==> src/rtl/xgemac_pkg.sv <==
// Shared types and helpers for the xge_mac RX packet reader.
package xgemac_pkg;

    localparam int unsigned DATA_W = 64;
    localparam int unsigned MOD_W  = 3;
    localparam int unsigned LEN_W  = 16;

    typedef enum logic {
        IDLE = 1'b0,
        READ = 1'b1
    } rx_state_e;

    typedef struct packed {
        logic              sop;
        logic              eop;
        logic [MOD_W-1:0]  mod;
        logic [DATA_W-1:0] data;
    } pkt_word_t;

    // Byte count carried by an eop word; mod of 0 means a full 8-byte word.
    function automatic logic [3:0] mod_bytes(input logic [MOD_W-1:0] mod);
        return (mod == 3'd0) ? 4'd8 : {1'b0, mod};
    endfunction

endpackage

==> src/rtl/xgemac_rx_skid_fifo.sv <==
// Small synchronous FIFO holding returned RX words ahead of the valid/ready stream.
module xgemac_rx_skid_fifo
    import xgemac_pkg::*;
#(
    parameter  int unsigned DEPTH = 4,
    localparam int unsigned AW    = $clog2(DEPTH),
    localparam int unsigned CW    = AW + 1
) (
    input  logic          clk,
    input  logic          rst,
    input  logic          push,
    input  pkt_word_t     din,
    input  logic          pop,
    output pkt_word_t     dout,
    output logic [CW-1:0] count
);

    pkt_word_t     mem_q [DEPTH];
    logic [AW-1:0] wr_ptr_q, wr_ptr_d;
    logic [AW-1:0] rd_ptr_q, rd_ptr_d;
    logic [CW-1:0] count_q, count_d;
    logic          push_ok, pop_ok;

    // A push into a full FIFO is only accepted when a pop frees a slot in the same cycle.
    always_comb begin
        pop_ok   = pop && (count_q != '0);
        push_ok  = push && ((count_q != CW'(DEPTH)) || pop_ok);
        wr_ptr_d = wr_ptr_q + AW'(push_ok);
        rd_ptr_d = rd_ptr_q + AW'(pop_ok);
        count_d  = count_q + CW'(push_ok) - CW'(pop_ok);
    end

    always_ff @(posedge clk or posedge rst) begin
        if (rst) begin
            wr_ptr_q <= '0;
            rd_ptr_q <= '0;
            count_q  <= '0;
        end else begin
            wr_ptr_q <= wr_ptr_d;
            rd_ptr_q <= rd_ptr_d;
            count_q  <= count_d;
        end
    end

    always_ff @(posedge clk) begin
        if (push_ok) begin
            mem_q[wr_ptr_q] <= din;
        end
    end

    assign dout  = mem_q[rd_ptr_q];
    assign count = count_q;

endmodule

==> src/rtl/xgemac_pkt_rx_reader.sv <==
// Pops frames from the xge_mac RX interface, checks framing and forwards words on a valid/ready stream.
module xgemac_pkt_rx_reader
    import xgemac_pkg::*;
#(
    parameter int unsigned DEPTH     = 4,
    parameter int unsigned MAX_BYTES = 1518,
    parameter int unsigned CNT_W     = 32
) (
    input  logic              clk,
    input  logic              rst,
    input  logic              pkt_rx_avail,
    output logic              pkt_rx_ren,
    input  logic              pkt_rx_val,
    input  logic              pkt_rx_sop,
    input  logic              pkt_rx_eop,
    input  logic [MOD_W-1:0]  pkt_rx_mod,
    input  logic              pkt_rx_err,
    input  logic [DATA_W-1:0] pkt_rx_data,
    output logic              out_val,
    input  logic              out_rdy,
    output logic              out_sop,
    output logic              out_eop,
    output logic [MOD_W-1:0]  out_mod,
    output logic [DATA_W-1:0] out_data,
    output logic              sts_val,
    output logic [LEN_W-1:0]  sts_len,
    output logic              sts_mac_err,
    output logic              sts_frm_err,
    output logic              sts_oversize,
    output logic [CNT_W-1:0]  frame_cnt,
    output logic [CNT_W-1:0]  err_cnt
);

    localparam int unsigned FCW = $clog2(DEPTH) + 1;
    localparam int unsigned CRW = FCW + 1;

    rx_state_e        state_q, state_d;
    logic             ren_q;
    logic             in_pkt_q, in_pkt_d;
    logic [LEN_W-1:0] len_q, len_d;
    logic             sts_val_q, sts_val_d;
    logic [LEN_W-1:0] sts_len_q, sts_len_d;
    logic             sts_mac_err_q, sts_mac_err_d;
    logic             sts_frm_err_q, sts_frm_err_d;
    logic             sts_oversize_q, sts_oversize_d;
    logic [CNT_W-1:0] frame_cnt_q, frame_cnt_d;
    logic [CNT_W-1:0] err_cnt_q, err_cnt_d;

    logic             eop_rx;
    logic [FCW-1:0]   fifo_count;
    logic             fifo_push, fifo_pop;
    pkt_word_t        fifo_din, fifo_dout;

    logic [3:0]       word_bytes;
    logic [LEN_W:0]   len_sum;
    logic [LEN_W-1:0] new_len;
    logic             new_ovs;
    logic             trunc;
    logic             stray;
    logic             frame_inc;
    logic [1:0]       err_inc;
    logic [CNT_W:0]   err_sum;

    assign eop_rx = pkt_rx_val & pkt_rx_eop;

    // Credit: words already buffered, one in flight and the one requested now must all fit.
    assign pkt_rx_ren = (state_q == READ) & ~eop_rx
                      & ((CRW'(fifo_count) + CRW'(ren_q) + CRW'(1)) <= CRW'(DEPTH));

    always_comb begin
        state_d = state_q;
        case (state_q)
            IDLE:    if (pkt_rx_avail) state_d = READ;
            READ:    if (eop_rx)       state_d = IDLE;
            default:                   state_d = IDLE;
        endcase
    end

    // Framing checker and status/counter update, evaluated per received word.
    always_comb begin
        in_pkt_d       = in_pkt_q;
        len_d          = len_q;
        sts_val_d      = 1'b0;
        sts_len_d      = '0;
        sts_mac_err_d  = 1'b0;
        sts_frm_err_d  = 1'b0;
        sts_oversize_d = 1'b0;
        fifo_push      = 1'b0;
        frame_inc      = 1'b0;
        err_inc        = 2'd0;

        word_bytes = pkt_rx_eop ? mod_bytes(pkt_rx_mod) : 4'd8;
        len_sum    = {1'b0, len_q} + (LEN_W + 1)'(word_bytes);
        new_len    = pkt_rx_sop ? LEN_W'(word_bytes)
                                : (len_sum[LEN_W] ? '1 : len_sum[LEN_W-1:0]);
        new_ovs    = new_len > LEN_W'(MAX_BYTES);
        trunc      = pkt_rx_val & pkt_rx_sop & in_pkt_q;
        stray      = pkt_rx_val & ~pkt_rx_sop & ~in_pkt_q;

        if (trunc) begin
            sts_val_d      = 1'b1;
            sts_len_d      = len_q;
            sts_frm_err_d  = 1'b1;
            sts_oversize_d = len_q > LEN_W'(MAX_BYTES);
            err_inc        = 2'd1;
        end

        if (stray) begin
            err_inc = 2'd1;
        end else if (pkt_rx_val) begin
            fifo_push = 1'b1;
            len_d     = new_len;
            in_pkt_d  = ~pkt_rx_eop;
            if (pkt_rx_eop) begin
                frame_inc = 1'b1;
                if (pkt_rx_err || new_ovs) begin
                    err_inc = err_inc + 2'd1;
                end
                // A single-word frame that truncates another still gets counted; the slot shows the truncation.
                if (!trunc) begin
                    sts_val_d      = 1'b1;
                    sts_len_d      = new_len;
                    sts_mac_err_d  = pkt_rx_err;
                    sts_oversize_d = new_ovs;
                end
            end
        end

        frame_cnt_d = (frame_inc && !(&frame_cnt_q)) ? frame_cnt_q + CNT_W'(1) : frame_cnt_q;
        err_sum     = {1'b0, err_cnt_q} + (CNT_W + 1)'(err_inc);
        err_cnt_d   = err_sum[CNT_W] ? '1 : err_sum[CNT_W-1:0];
    end

    always_ff @(posedge clk or posedge rst) begin
        if (rst) begin
            state_q        <= IDLE;
            ren_q          <= 1'b0;
            in_pkt_q       <= 1'b0;
            len_q          <= '0;
            sts_val_q      <= 1'b0;
            sts_len_q      <= '0;
            sts_mac_err_q  <= 1'b0;
            sts_frm_err_q  <= 1'b0;
            sts_oversize_q <= 1'b0;
            frame_cnt_q    <= '0;
            err_cnt_q      <= '0;
        end else begin
            state_q        <= state_d;
            ren_q          <= pkt_rx_ren;
            in_pkt_q       <= in_pkt_d;
            len_q          <= len_d;
            sts_val_q      <= sts_val_d;
            sts_len_q      <= sts_len_d;
            sts_mac_err_q  <= sts_mac_err_d;
            sts_frm_err_q  <= sts_frm_err_d;
            sts_oversize_q <= sts_oversize_d;
            frame_cnt_q    <= frame_cnt_d;
            err_cnt_q      <= err_cnt_d;
        end
    end

    assign fifo_din = '{sop: pkt_rx_sop, eop: pkt_rx_eop, mod: pkt_rx_mod, data: pkt_rx_data};
    assign fifo_pop = out_val & out_rdy;

    xgemac_rx_skid_fifo #(
        .DEPTH (DEPTH)
    ) u_fifo (
        .clk   (clk),
        .rst   (rst),
        .push  (fifo_push),
        .din   (fifo_din),
        .pop   (fifo_pop),
        .dout  (fifo_dout),
        .count (fifo_count)
    );

    // Stream fields are forced to zero while empty so stale storage never shows.
    assign out_val  = (fifo_count != '0);
    assign out_sop  = out_val & fifo_dout.sop;
    assign out_eop  = out_val & fifo_dout.eop;
    assign out_mod  = out_val ? fifo_dout.mod  : '0;
    assign out_data = out_val ? fifo_dout.data : '0;

    assign sts_val      = sts_val_q;
    assign sts_len      = sts_len_q;
    assign sts_mac_err  = sts_mac_err_q;
    assign sts_frm_err  = sts_frm_err_q;
    assign sts_oversize = sts_oversize_q;
    assign frame_cnt    = frame_cnt_q;
    assign err_cnt      = err_cnt_q;

endmodule

==> config.mk <==
export PLATFORM = sky130hd
export DESIGN_NAME = xgemac_pkt_rx_reader
export DESIGN_NICKNAME = d
export VERILOG_FILES = /design/src/rtl/xgemac_pkg.sv /design/src/rtl/xgemac_rx_skid_fifo.sv /design/src/rtl/xgemac_pkt_rx_reader.sv
export SDC_FILE = /design/constraint.sdc
export NUM_CORES = 1
export LEC_CHECK = 0
export CAP_MARGIN = 25
export CORE_MARGIN = 8
export CORE_UTILIZATION = 52
export DETAILED_ROUTE_END_ITERATION = 10
export PLACE_DENSITY = 0.77
export RECOVER_POWER = 25
export SLEW_MARGIN = 20
export SYNTH_ARGS = -nofsm -noshare
export SYNTH_HDL_FRONTEND = slang
export SYNTH_SLANG_ARGS = --single-unit
export TNS_END_PERCENT = 5
==> constraint.sdc <==
create_clock -name clk -period 14.72 [get_ports clk]
set_input_delay 2.944 -clock clk [delete_from_list [all_inputs] [get_ports clk]]
set_output_delay 2.944 -clock clk [all_outputs]
set_load 0.03 [all_outputs]
==> GITHUB_STEP_SUMMARY <==
## Synthesis and layout report

| Metric | Value |
|---|---|
| Internal power | 2.485 mW |
| Post-DP Area | 18830 sq um |
| Max capacitance violation total | 0 |
| Cell variety after synth | ~60 |
| Clk. pwr | 941 uW |
| M2 GR Usage | 0.3152 |
| Result of the run | finished, final reports clean |
| Synthesis area per yosys | 16090 sq um |
| Die Y-Extent | 191.9 um |
| Final layout net count | 1361 |
| Crit path largest cell delay | 0.77 ns |
| Leading cell type in the layout, fill and taps excluded | sky130_fd_sc_hd__edfxtp_1 |
| Number of logged tool warnings | 26 |
| Routed wire per std cell | 20.60 um |
| Placer's final routability congestion estimate | 0.8725 |
| Hpwl dp | ~22000 um |
| Fraction of the mapped netlist area in compound gates | 0.03616 |
| Commonest cells after routing, fill and taps aside | sky130_fd_sc_hd__edfxtp_1 (276), sky130_fd_sc_hd__clkdlybuf4s50_1 (171), sky130_fd_sc_hd__dfrtp_1 (108) |
| Slew @ Worst Pin | 0.9085 ns |
| Number of cells in the design after placement | 1619 |
| Maximum number of pins on one net before global-route repair | between 70 and 80 |
| Met1 track demand over resource | 0.2396 |
| Timing-limited maximum frequency | around 110 MHz |
| WP buf/inv | 4 |
| Endpoint arrival time on the critical path | 9.57 ns |
| Post-layout min period | slightly above 9 ns |
| Flip-flops with a built-in enable | 276 |
| CP max stage cell | sky130_fd_sc_hd__clkdlybuf4s50_1 |
| Post-Route Hold Slack | 0.4609 ns |
| Horiz. Die Dim | 191.9 um |
| Post-layout period usage | 0.6204 |
| Hold-fix buffers at CTS | 0 |
| Antenna-violating nets left | 0 |
| Kind of cell adding the most delay to the critical path | simple AND/OR/NAND/NOR gates |
| Setup TNS | 0 ns |
| Power group with the highest consumption | sequential cells |
| Placement-stage worst setup slack | 5.046 ns |
| Count of buffers inserted at the top-level ports | between 200 and 250 |
| Total gr overflow | 0 |
| Final Slew Violations | 0 |
| Type of the worst setup path | in2reg |
| Late-Pin Clk Latency | 0.52 ns |
| Reported net switching power | 1.201 mW |
| Number of iterations in the first detailed-routing pass | 4 |
| Cell Rows | 64 |
| Final Core Density | 0.6596 |
| I/O pin count | 230 |
| Vias in the first global route | 9829 |
| Proportion of power drawn by the clock network | 0.255 |
| Power consumed by combinational cells | 1.32 mW |
| GR Util met3 | 0.05392 |
| Filler cell count | 2153 |
| Post-CTS Repair Setup Buffers | 0 |
| Worst IR Drop VDD | 97.80 uV |
| Yosys cell count | 1027 |
| Fraction of registers with async set/reset | 0.2850 |
| Lkg Pwr | 7.419 nW |
| Resize count post-CTS | 0 |
| Type of element capturing the critical path | flip-flop |
| Warnings from Yosys | 0 |
| WL met2 | 17040 um |
| Root buffer cell | sky130_fd_sc_hd__clkbuf_16 |
| RSZ-0062 raised after global routing | no |
| Final cell count without fillers | 1691 |
| Starting DRT DRC Count | 504 |
| Reg power frac | 0.385 |
| Initial antenna violation count | 5 |
| Largest family of logic cells by area | simple AND/OR/NAND/NOR gates |
| Worst hold-check path type | reg2reg |
| Top Layer Used | met5 |
| Critical Path Start Type | input pin |
| Xor/xnor cell area share of the yosys netlist | 0.03430 |
| Maximum root-to-sink buffer count | 3 |
| Register clock-pin slew on the reported worst setup and hold paths | 0.06 ns |
| Cell with the most instances on the worst path | sky130_fd_sc_hd__ha_1 |
| Comb pwr share | 0.359 |
| Share of cells above drive strength 1 | 0.1375 |
| Overall power of the completed layout | 3.686 mW |
| Required time at the endpoint of the critical path | 15.16 ns |
| Synth Register Bits | 386 |
| Total inserted antenna cells | 0 |
| Number of nets produced by synthesis | 1120 |
| Count of endpoints failing setup in the final report | 0 |
| Normalized max-slew margin | 0.3929 |
| Die footprint | 36830 sq um |
| Final worst clock skew | 0.01662 ns |
| Top fanout value on the critical path | 22 |
| TritonCTS buffer count | 40 |
| Wire length of the first global-routing pass | 54220 um |
| Post-synthesis instance total | 1027 |
final timing paths:
kind	cells after the start	slack, ns	startpoint	endpoint
max	25	5.59	pkt_rx_eop	err_cnt[5]
max reg2reg	23	8.63	len_q[0]	err_cnt[5]
max in group asynchronous	4	10.91	rst	u_fifo.rd_ptr_q[1]
min in group asynchronous	2	2.80	rst	err_cnt[31]
min reg2reg	1	0.46	state_q	state_q
min	1	0.46	state_q	state_q
final cells by class:
type / count / area (sq um) / area share
multi-input cells: 568 / 4773 / 0.2372
repair buffers: 244 / 2485 / 0.1235
flip-flops and latches: 386 / 11050 / 0.5490
clock buffers: 58 / 1110 / 0.05515
inverters: 28 / 107.6 / 0.005347
clock inverters: 11 / 105.1 / 0.005223
well taps: 396 / 495.5 / 0.02462
synthesized netlist by cell type (27+ instances only):
master                     instances  area (sq um)
sky130_fd_sc_hd__edfxtp_1        276          8288
sky130_fd_sc_hd__dfrtp_1         110          2753
sky130_fd_sc_hd__clkbuf_1         31         116.4
sky130_fd_sc_hd__mux4_2           69          1554
sky130_fd_sc_hd__a21oi_1          27         135.1
sky130_fd_sc_hd__and2_1           80         500.5
sky130_fd_sc_hd__o21ai_0          35         175.2
sky130_fd_sc_hd__nor2_1           29         108.9
sky130_fd_sc_hd__xor2_1           34         297.8
sky130_fd_sc_hd__nand2_1          70         262.8
sky130_fd_sc_hd__xnor2_1          29         254.0
sky130_fd_sc_hd__inv_1            27         101.4
registers in the layout, indices dropped and copies added, names as in the netlist, 2 cells and up:
name             count
len_q               16
u_fifo.count         3
u_fifo.wr_ptr_q      2
sts_len             16
err_cnt             32
u_fifo.rd_ptr_q      2
frame_cnt           32
u_fifo.mem_q       276
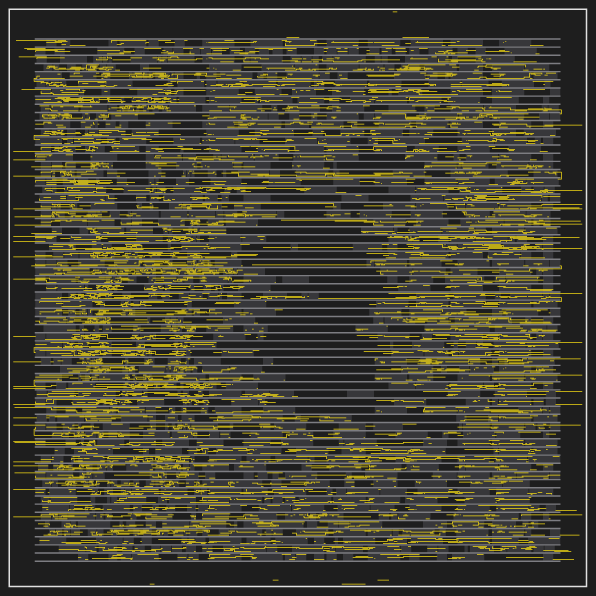
Fig. 1. The metal 1 layer.
(3 px per um) Supply wires on this layer in grey. Cells faint in the background.
main direction	horizontal
wire length on this layer	14500 um

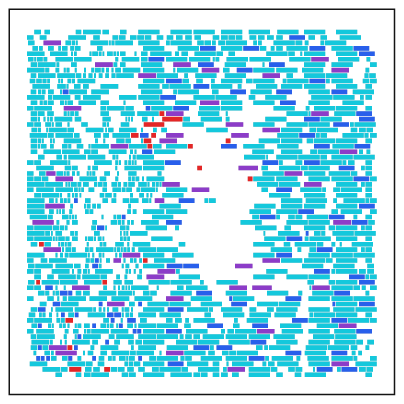
Fig. 2. Sizing map.
(2 px per um)
size	colour	cells	share	most used
_6 and larger	purple	50	3.9%	clkbuf_16
_3 and _4 cells	red	19	1.5%	buf_4
_2 cells	blue	109	8.4%	mux4_2
_0 and _1 cells	cyan	1117	86%	edfxtp_1
Worst Setup Slack, final: 5.588 ns
Area growth syn-to-layout: 25.08%
final instance area: 20120 sq um
non-clock buffer instance count of the final layout: 244

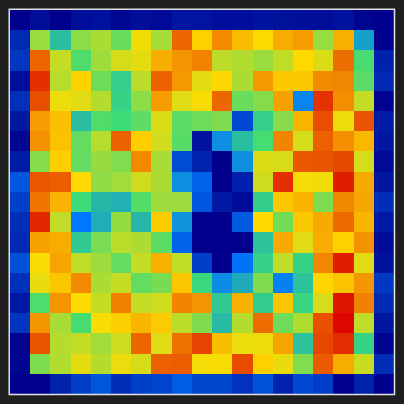
Fig. 3. Cell area per tile.
(2 px per um) 19 x 19 tiles, from dark blue (low) to red (high), 0 to 100% covered.
emptiest ninth of the die	middle
densest ninth of the die	right middle
fullest tile	99%
tiles over 75% full	31%
mean over tiles	53%
Core Util at FP: 0.5274
core area: 30510 sq um

Power figures rest on the tool's default switching activity, not on a simulated workload.
